Design count_stimulus_gen_flat, sky130hd; sources not shown.
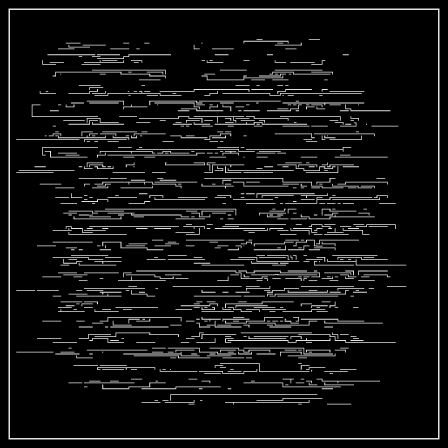
Figure 1: run 1, metal 1.
main direction: horizontal
share of all routed wire: 43%
wire length on this layer: 2870 um
final WL: 6.71 mm
M1 GR Usage: 0.316
Vias: 2539

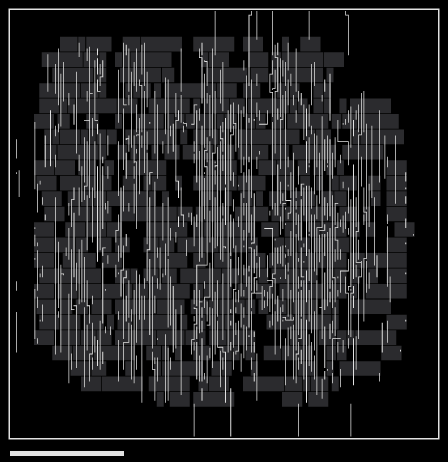
Figure 2: run 1, met2 routing.
Scale bar: 20 um.
longest straight run: 42.5 um
main direction: vertical
Global Route met2 Usage: 0.423

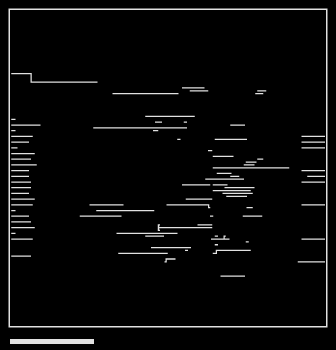
Figure 3: run 1, metal 3.
Scale bar: 20 um.
wire length on this layer: 447 um
nets with wire on the layer: 67
met3 GRT Util: 0.0396

==> results.py, run 1 <==
# Auto-generated metrics
metrics = {
    "status": {
        "status": "finished clean",
    },
    "clocking": {
        "htree_levels": 2,
        "cts.path.max_buffers": 2,
        "cts_resized": 0,
        "clk_pin_slew_ns": 0.09,
        "cts.sinks": 43,
        "clkLatencyLatePin_ns": 0.30,
        "cts_buffers": 5,
        "cts_setup_buffers": 0,
        "cts_tree": "done",
        "cts_root_buf": "clkbuf_8",
        "cts_hold_buf": 0,
    },
    "route": {
        "drt-initial-drc-count": 165,
        "antenna_left": 0,
        "wl_per_cell_um": 16.5,
        "dr.pass1.iters": 5,
        "via_per_inst": 6.25,
        "drc": 0,
    },
    "floorplan": {
        "ios": 43,
        "fp.dieH_um": 75.4,
        "die_x_um": 75.4,
        "rows": 24,
        "die-area_sq_mm": 0.00568,
        "initial_utilization": 0.600,
        "core_area_sq_mm": 0.00438,
    },
    "timing": {
        "min_period_ns": 2.46,
        "timing.hold.ws_ns": 0.472,
        "hold_viol": 0,
        "slew_violations": 0,
        "finalSetupTns_ns": 0,
        "period_used_share": 0.674,
        "fin_ws_ns": 1.19,
        "fin_skew_ns": 0.00355,
        "worstMarginPinSlew_ns": 0.853,
        "finalSetupViolCount": 0,
        "rsz0062_at_grt": "no",
        "max_freq_mhz": 407,
        "relSlewSlack": 0.430,
    },
    "synth": {
        "synth_cells": 324,
        "yosysSeqAreaShare": 0.327,
        "ys_cells": 324,
        "yosys_warnings": 0,
        "ff_type": "dfxtp_1",
        "synth.avg_cell_area_sq_um": 8.13,
        "async_flop_share": 0,
        "yosys-top-cells-area": "dfxtp_1 33%, nor2_1 6.7%, xnor2_1 6.7%, a21oi_1 5.3%, mux2i_1 5.3%",
        "ys_chip_area_sq_mm": 0.00263,
        "most_common_cell": "nor2_1",
        "synth-edff-count": 0,
        "top_area_cell": "dfxtp_1",
        "syn-num-nets": 346,
        "synth_area_sq_mm": 0.00263,
        "ys.flops": 43,
        "yosysUniqueCellTypes": 51,
        "synthTopCellsByCount": "47 x nor2_1, 43 x dfxtp_1, 28 x a21oi_1, 23 x nand2_1, 20 x xnor2_1",
        "yosysTopAreaCellShare": 0.327,
    },
    "placement": {
        "io_buffers": 42,
        "hpwl_mm": 4.96,
        "dpl_worst_slack_ns": 1.24,
        "placed_cells_incl_taps": 398,
        "gp_congestion": 0.974,
    },
    "final_layout": {
        "syn2layout_area_growth_pct": 19.8,
        "antenna_cells": 0,
        "utilization": 0.719,
        "final_cells": 406,
        "final_nets": 375,
        "layout-drive-gt1-share": 0.0791,
    },
    "run": {
        "maxCapViolations": 0,
        "tool_warnings": 26,
    },
    "hold_path": {
        "worstHoldPathType": "reg -> reg",
        "hold_depth": 2,
    },
    "global_routing": {
        "grt_usage": 0.249,
        "grt_max_degree": 44,
        "grt_pass1_wl_mm": 10.9,
        "overflow": 0,
        "antenna_found_initial": 0,
        "top_usage_layer": "met2",
        "first_global_vias": 2355,
    },
    "power_and_ir_drop": {
        "peakVddDrop_uv": 226,
        "p_switching_mw": 0.287,
        "p_int_mw": 0.784,
        "clk-power_mw": 0.398,
        "p_leak_nw": 1.13,
        "combPwrFrac": 0.157,
        "swShare": 0.268,
        "power_density_mw_per_mm2": 340,
        "comb_cell_power_mw": 0.168,
        "p_seq_mw": 0.505,
        "p_seq_frac": 0.472,
        "power-top-group": "sequential cells",
        "power.clock.fraction": 0.371,
    },
    "setup_path": {
        "critPathTopFamily": "simple AND/OR/NAND/NOR gates",
        "crit_cells": 7,
        "max_stage_delay_ns": 0.53,
        "required_ns": 3.86,
        "path_class": "reg -> reg",
        "slowest_stage": "dfxtp_1",
        "start_kind": "flip-flop",
        "crit_chain": "ha_1 -> nand3_2 -> nor4_4 -> xnor2_1 -> a211oi_2 -> o2111ai_1 -> o41ai_2",
        "endpoint_kind": "flip-flop",
        "crit_buf_inv": 0,
        "path_max_fanout": 11,
        "reg2regPathDepth": 7,
        "arrival_ns": 2.67,
        "reg2reg_slack_ns": 1.19,
    },
}
run 1: metrics by stage:
step           cell area [sq um]  power [mW]
5_1_grt                     3150        1.11
6_report                    3150        1.07
4_1_cts                     3150        1.07
3_5_place_dp                3030       0.682
2_1_floorplan               2630       0.622
3_3_place_gp                3030       0.677
run 1: cells by family (layout without fill, tap and decap cells):
group                    count (synthesis)  in the layout  synth area share
XOR/XNOR                                28             28            0.0932
adder cells (fa/ha/maj)                  2              2           0.00950
multiplexers                            15             15            0.0575
AND-OR/OR-AND                           77             77             0.186
buffers and inverters                   32             62            0.0542
flip-flops                              43             43             0.327
AND/OR/NAND/NOR                        127            127             0.273
run 1: layer usage:
| metal | part of all wire | vias to the layer above |
|---|---|---|
| li1 | - | 1227 |
| met1 | 0.43 | 1175 |
| met5 | 0 | - |
| met2 | 0.49 | 120 |
| met4 | 0.021 | 0 |
| met3 | 0.067 | 17 |
run 1: layout by cell type, fill, tap and decap left out, types with 2 or more instances in the layout:
cell type         n
or3_1             3
a211oi_1         17
a311oi_1          2
nand4_4           2
ha_1              2
xor2_1            8
nor4_2            2
a22oi_1           3
clkbuf_8          6
inv_1             8
nor3_1            5
nand3_1          10
mux2i_1          14
nor4_1            9
o21ai_0          14
and3_1            3
buf_4             3
nand3_2           2
nand4_1           4
dfxtp_1          43
clkdlybuf4s50_1  42
a31oi_1           5
and2_1            2
nand2_1          23
a21oi_1          28
nor4_4            2
nor2_1           47
nand3b_1          3
xnor2_1          20
run 1: layout make-up:
cell class,instances,area [sq um]
Clock buffer,6,82.6
Clock inverter,2,38.8
Fill cell,366,1230
Inverter,9,33.8
Multi-Input combinational cell,249,1630
Sequential cell,43,861
Tap cell,52,65.1
Timing Repair Buffer,45,443
==> run 1 -> run 2 <==
--- a/config.mk
+++ b/config.mk
@@ -6,10 +6,10 @@
 export NUM_CORES = 1
 export LEC_CHECK = 0
 export CORE_MARGIN = 4
-export CORE_UTILIZATION = 58
+export CORE_UTILIZATION = 54
 export CTS_CLUSTER_DIAMETER = 100
 export DETAILED_ROUTE_END_ITERATION = 6
-export PLACE_DENSITY = 0.93
+export PLACE_DENSITY = 0.88
 export SLEW_MARGIN = 20
 export SYNTH_ARGS = -nofsm -noshare
 export SYNTH_HDL_FRONTEND = slang
==> constraint.sdc (replaced) <==
create_clock -name Clk -period 2.4 [get_ports Clk]
set_input_delay 0.24 -clock Clk [delete_from_list [all_inputs] [get_ports Clk]]
set_output_delay 0.24 -clock Clk [all_outputs]
set_load 0.05 [all_outputs]
==> run 2 against run 1 <==
Synthesized area stayed put. Non-clock buffer count is 12 higher. Combinational power is 62% higher. Routed wire length is 2.4% higher. Die size is 6.6% higher. Critical endpoint unchanged. Largest cell class unchanged.
==> results.py, run 2 <==
# Auto-generated metrics
metrics = {
    "status": {
        "status": "finished clean",
    },
    "setup_path": {
        "start_kind": "flip-flop",
        "critPathTopFamily": "AND-OR/OR-AND gates",
        "crit_buf_inv": 0,
        "reg2reg_slack_ns": 0.20,
        "reg2regPathDepth": 7,
        "required_ns": 2.59,
        "path_max_fanout": 7,
        "arrival_ns": 2.39,
        "slowest_stage": "dfxtp_2",
        "max_stage_delay_ns": 0.41,
        "crit_chain": "ha_1 -> nand3_2 -> nor4_4 -> xnor2_1 -> a211oi_2 -> o2111ai_1 -> o41ai_2",
        "path_class": "reg -> reg",
        "endpoint_kind": "flip-flop",
        "crit_cells": 7,
    },
    "final_layout": {
        "final_nets": 387,
        "layout-drive-gt1-share": 0.112,
        "syn2layout_area_growth_pct": 22.9,
        "most-common-layout-cells": "47 x nor2_1, 42 x dfxtp_1, 41 x clkdlybuf4s50_1",
        "lay_top_count": "nor2_1",
        "antenna_cells": 0,
    },
    "hold_path": {
        "hold_depth": 2,
        "worstHoldPathType": "reg -> reg",
    },
    "synth": {
        "yosys-top-cells-area": "dfxtp_1 33%, nor2_1 6.7%, xnor2_1 6.7%, a21oi_1 5.3%, mux2i_1 5.3%",
        "yosysSeqAreaShare": 0.327,
        "top_area_cell": "dfxtp_1",
        "yosysUniqueCellTypes": 51,
        "yosysTopAreaCellShare": 0.327,
        "synth.avg_cell_area_sq_um": 8.13,
        "synthTopCellsByCount": "47 x nor2_1, 43 x dfxtp_1, 28 x a21oi_1, 23 x nand2_1, 20 x xnor2_1",
        "synth_area_sq_mm": 0.00263,
        "async_flop_share": 0,
        "ys_cells": 324,
        "synth_cells": 324,
        "ys_chip_area_sq_mm": 0.00263,
        "synth-edff-count": 0,
        "syn-num-nets": 346,
        "yosys_warnings": 0,
        "most_common_cell": "nor2_1",
        "ff_type": "dfxtp_1",
        "ys.flops": 43,
    },
    "route": {
        "drc": 0,
        "via_per_inst": 6.03,
        "antenna_left": 0,
        "dr.pass1.iters": 6,
        "wl_per_cell_um": 15.9,
        "drt-initial-drc-count": 192,
    },
    "timing": {
        "period_used_share": 0.916,
        "fin_skew_ns": 0.00669,
        "max_freq_mhz": 455,
        "relSlewSlack": 0.654,
        "min_period_ns": 2.20,
        "finalSetupViolCount": 0,
        "slew_violations": 0,
        "worstMarginPinSlew_ns": 0.517,
        "fin_ws_ns": 0.202,
        "rsz0062_at_grt": "no",
        "hold_viol": 0,
        "finalSetupTns_ns": 0,
    },
    "global_routing": {
        "grt_pass1_wl_mm": 11.3,
        "antenna_found_initial": 0,
        "grt_max_degree": 44,
        "first_global_vias": 2420,
        "overflow": 0,
    },
    "clocking": {
        "cts_resized": 0,
        "cts.sinks": 43,
        "cts_root_buf": "clkbuf_8",
        "cts_setup_buffers": 0,
        "cts_tree": "done",
        "clkLatencyLatePin_ns": 0.29,
        "cts_hold_buf": 0,
        "cts.path.max_buffers": 2,
        "clk_pin_slew_ns": 0.08,
        "htree_levels": 2,
        "cts_buffers": 5,
    },
    "placement": {
        "io_buffers": 42,
        "hpwl_mm": 5.15,
        "dpl_worst_slack_ns": 0.235,
        "gp_congestion": 0.947,
    },
    "run": {
        "maxCapViolations": 0,
        "tool_warnings": 26,
    },
    "floorplan": {
        "ios": 43,
        "die_x_um": 77.8,
        "core_area_sq_mm": 0.00472,
        "initial_utilization": 0.557,
        "die-area_sq_mm": 0.00606,
        "rows": 25,
        "fp.dieH_um": 77.8,
    },
    "power_and_ir_drop": {
        "power_density_mw_per_mm2": 469,
        "p_leak_nw": 1.18,
        "peakVddDrop_uv": 286,
    },
}
run 2: cell types whose count changed in the layout (fill, tap and decap cells not counted), sizes merged:
cell           change
buf               +13
bufinv             -1
clkbuf             +1
clkdlybuf4s50      -1
clkinv             +1
inv                -1
run 2: cells by family after synthesis:
kind of cell,Yosys count,synth area share
simple gates,127,0.273
compound gates,77,0.186
flops,43,0.327
buf+inv,32,0.0542
xor+xnor,28,0.0932
mux,15,0.0575
fa+ha+maj,2,0.00950
run 2: layout make-up:
| type | count | area (sq um) |
|---|---|---|
| clock buffer | 7 | 86.3 |
| fill | 399 | 1490 |
| sequential | 43 | 862 |
| clock inverter | 1 | 8.76 |
| inverter | 9 | 33.8 |
| tap | 67 | 83.8 |
| timing repair buffer | 57 | 531 |
| multi-input combinational | 249 | 1630 |
run 2: worst reg2reg max path: cells and delay by family (launching register included):
kind	cells	cell delay [ns]
AND/OR/NAND/NOR	2	0.59
flip-flops	1	0.41
adder cells (fa/ha/maj)	1	0.29
AND-OR/OR-AND	3	0.67
XOR/XNOR	1	0.13
run 2: power by group:
part	switching, mW	internal (mW)	total [mW]
combinational	0.153	0.118	0.272
clock	0.243	0.236	0.479
sequential	0.0260	0.739	0.765
total	0.423	1.09	1.52
run 2: metal layers:
| metal | vias up | part of all wire |
|---|---|---|
| met5 | - | 0 |
| met4 | 0 | 0.020 |
| met3 | 17 | 0.057 |
| met2 | 110 | 0.49 |
| met1 | 1233 | 0.43 |
| li1 | 1251 | - |
run 2: stage by stage:
stage	std cells	hold slack, ns	instance area [sq um]	power [mW]	util
final	433	0.467	3230	1.52	0.685
after detailed placement	425	0.459	3140	1.05	0.665
after global routing	433	0.489	3230	1.58	0.685
after floorplan	324	0.406	2630	0.947	-
after CTS	433	0.468	3230	1.52	0.685
after global placement	425	0.449	3140	1.04	0.665
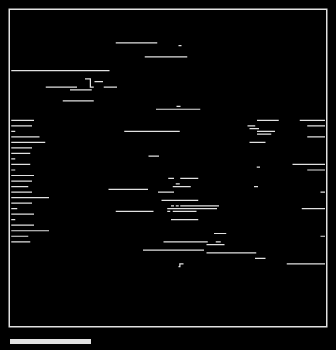
Figure 4: run 2, metal 3.
Scale bar: 20 um.
main direction: horizontal
nets with wire on the layer: 63
wire length on this layer: 389 um
longest straight run: 23.9 um
share of all routed wire: 5.7%
Vias: 2611
final WL: 6.86 mm
met3 GRT Util: 0.0383

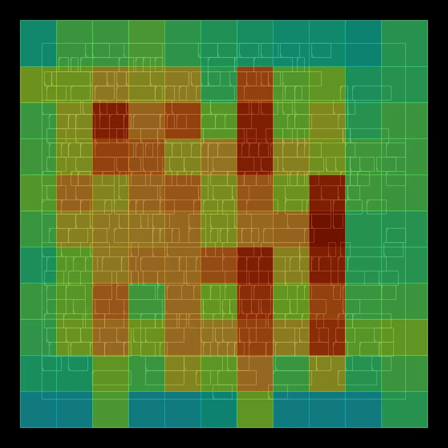
Figure 5: run 2, routing congestion.
gr busiest metal: met2
Global Route met2 Usage: 0.397
Global Route Usage Sum: 0.232
final core occ: 0.685

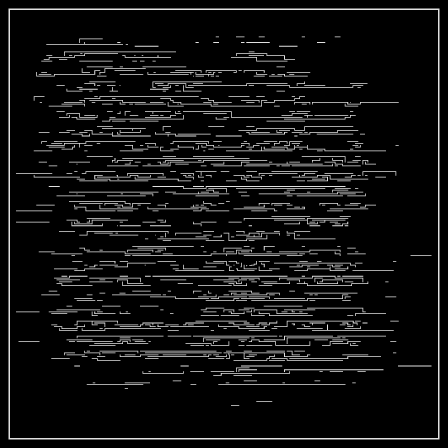
Figure 6: run 2, metal 1.
main direction: horizontal
share of all routed wire: 43%
M1 GR Usage: 0.292

Power is estimated from default activity; no workload was simulated.
